==> config.mk <==
export PLATFORM = sky130hd
export DESIGN_NAME = cdb_arbiter
export DESIGN_NICKNAME = d
export VERILOG_FILES = /design/src/rtl/cdb_arbiter.sv
export SDC_FILE = /design/constraint.sdc
export NUM_CORES = 1
export LEC_CHECK = 0
export ABC_AREA = 0
export CAP_MARGIN = 0
export CELL_PAD_IN_SITES_DETAIL_PLACEMENT = 0
export CELL_PAD_IN_SITES_GLOBAL_PLACEMENT = 2
export CORE_ASPECT_RATIO = 1.1
export CORE_MARGIN = 8
export CORE_UTILIZATION = 30
export CTS_BUF_LIST = sky130_fd_sc_hd__clkbuf_4 sky130_fd_sc_hd__clkbuf_8 sky130_fd_sc_hd__clkbuf_16
export DETAILED_ROUTE_END_ITERATION = 16
export PLACE_DENSITY_LB_ADDON = 0.2
export SYNTH_ARGS = -nofsm -noshare
export SYNTH_HDL_FRONTEND = slang
export SYNTH_SLANG_ARGS = --single-unit
export TNS_END_PERCENT = 5
==> constraint.sdc <==
create_clock -name Clock -period 2.2 [get_ports Clock]
set_input_delay 0.55 -clock Clock [delete_from_list [all_inputs] [get_ports Clock]]
set_output_delay 0.55 -clock Clock [all_outputs]
set_load 0.03 [all_outputs]
==> src/rtl/cdb_arbiter.sv <==
// Common Data Bus arbiter: one buffered result per source, one CDB broadcast per cycle.
// Ports: Clock/Reset(async, low)/Flush; Fu_req/tag/data in, Fu_ready out;
//   CDB_valid/Qi_CDB/Qi_CDB_data registered broadcast.
// Build option: CDB_FIXED_PRIORITY_EN selects lowest-index-wins grant (no rr_ptr).
module cdb_arbiter #(
  parameter int N_SRC = 3,
  parameter int TAG_W = 4,
  parameter int DATA_W = 16,
  parameter logic [TAG_W-1:0] TAG_NONE = '0,
  parameter logic [DATA_W-1:0] DATA_NONE = DATA_W'(16'hFFF0)
) (
  input  logic                    Clock,
  input  logic                    Reset,
  input  logic                    Flush,
  input  logic [N_SRC-1:0]        Fu_req,
  input  logic [N_SRC*TAG_W-1:0]  Fu_tag,
  input  logic [N_SRC*DATA_W-1:0] Fu_data,
  output logic [N_SRC-1:0]        Fu_ready,
  output logic                    CDB_valid,
  output logic [TAG_W-1:0]        Qi_CDB,
  output logic [DATA_W-1:0]       Qi_CDB_data
);

  localparam int PW = (N_SRC > 1) ? $clog2(N_SRC) : 1;
  localparam logic [PW-1:0] LAST = PW'(N_SRC - 1);

  logic [N_SRC-1:0]  buf_valid;
  logic [TAG_W-1:0]  buf_tag [N_SRC];
  logic [DATA_W-1:0] buf_data [N_SRC];

  logic [N_SRC-1:0] gnt;
  logic [PW-1:0]    gnt_idx;
  logic             gnt_any;
  logic [N_SRC-1:0] take;

`ifndef CDB_FIXED_PRIORITY_EN
  logic [PW-1:0] rr_ptr;
`endif

  // Scan buffers starting at the round-robin pointer (or index 0).
  always_comb begin
    int j;
    gnt = '0;
    gnt_idx = '0;
    gnt_any = 1'b0;
    j = 0;
    for (int k = 0; k < N_SRC; k++) begin
`ifdef CDB_FIXED_PRIORITY_EN
      j = k;
`else
      j = int'(rr_ptr) + k;
      if (j >= N_SRC) j = j - N_SRC;
`endif
      if (!gnt_any && buf_valid[j]) begin
        gnt_any = 1'b1;
        gnt_idx = PW'(j);
        gnt[j]  = 1'b1;
      end
    end
  end

  // A granted buffer drains at the same edge, so it can refill.
  assign Fu_ready = ~buf_valid | gnt;

  // Null-tag requests are acknowledged but never stored.
  always_comb begin
    take = '0;
    for (int i = 0; i < N_SRC; i++) begin
      take[i] = Fu_req[i] & Fu_ready[i] &
                (Fu_tag[i*TAG_W +: TAG_W] != TAG_NONE);
    end
  end

  always_ff @(posedge Clock or negedge Reset) begin
    if (!Reset) begin
      buf_valid   <= '0;
      CDB_valid   <= 1'b0;
      Qi_CDB      <= TAG_NONE;
      Qi_CDB_data <= DATA_NONE;
`ifndef CDB_FIXED_PRIORITY_EN
      rr_ptr      <= '0;
`endif
      for (int i = 0; i < N_SRC; i++) begin
        buf_tag[i]  <= TAG_NONE;
        buf_data[i] <= '0;
      end
    end else if (Flush) begin
      buf_valid   <= '0;
      CDB_valid   <= 1'b0;
      Qi_CDB      <= TAG_NONE;
      Qi_CDB_data <= DATA_NONE;
    end else begin
      for (int i = 0; i < N_SRC; i++) begin
        if (take[i]) begin
          buf_valid[i] <= 1'b1;
          buf_tag[i]   <= Fu_tag[i*TAG_W +: TAG_W];
          buf_data[i]  <= Fu_data[i*DATA_W +: DATA_W];
        end else if (gnt[i]) begin
          buf_valid[i] <= 1'b0;
        end
      end
      if (gnt_any) begin
        CDB_valid   <= 1'b1;
        Qi_CDB      <= buf_tag[gnt_idx];
        Qi_CDB_data <= buf_data[gnt_idx];
`ifndef CDB_FIXED_PRIORITY_EN
        rr_ptr      <= (gnt_idx == LAST) ? '0 : gnt_idx + 1'b1;
`endif
      end else begin
        CDB_valid   <= 1'b0;
        Qi_CDB      <= TAG_NONE;
        Qi_CDB_data <= DATA_NONE;
      end
    end
  end

endmodule
### The metal 2 layer

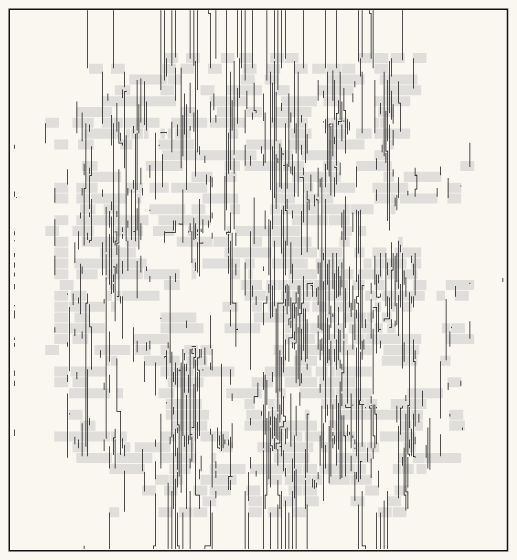
main direction = vertical
nets with wire on the layer = 449
longest straight run = 56.1 um
WL final: 11.2 mm
grt met2 use: 22.5%
vias: 2958

==> results_dict.tcl <==
# place-and-route summary
set metrics [dict create \
    comb-cell-share_pct 30.8 \
    grt_use_met1_pct 16.8 \
    pre_cts_ws_ns -0.317 \
    ff_latch_area_um2 2170 \
    yosys.area.top_type "dfrtp_1" \
    grt_antenna_before_repair 0 \
    largestClassByArea "sequential cells" \
    violations "negative setup slack" \
    clk_pin_slew_ns 0.06 \
    ff_count 86 \
    ys_types 45 \
    reg_top3 "buf_data: 48 flops, Qi_CDB_data: 16 flops, buf_tag: 12 flops" \
    power.total_mw 8.63 \
    p_switching_mw 3.05 \
    max_stage_delay_ns 0.44 \
    via_per_inst 4.93 \
    regToRegEndpoint "buf_data[4]" \
    wl_met3_um 464 \
    yosys_most_used_dff "dfrtp_1" \
    cts_max_level 3 \
    status "finished with violations" \
    comb-power_mw 4.21 \
    drive_above_1_share_pct 38.6 \
    xor_share_pct 0 \
    worst_slack_ns -0.518 \
    rows 43 \
    top_layer "met4" \
    placed_cell_area_um2 5330 \
    fin_util_pct 46.8 \
    logic_area_um2 1830 \
    drt-pass1-iter-count 5 \
    seq-power_mw 2.72 \
    edf_count 0 \
    hold_buffers 0 \
    setup_viol 80 \
    layout.nonclk_buf_share_pct 23.4 \
    cp-start-kind "register" \
]
### Placed standard cells

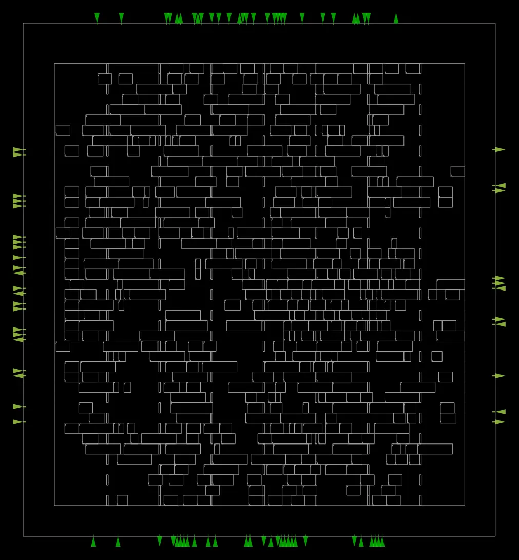
Tapcell Cnt: 157
Floorplan Core Area: 12700 um2

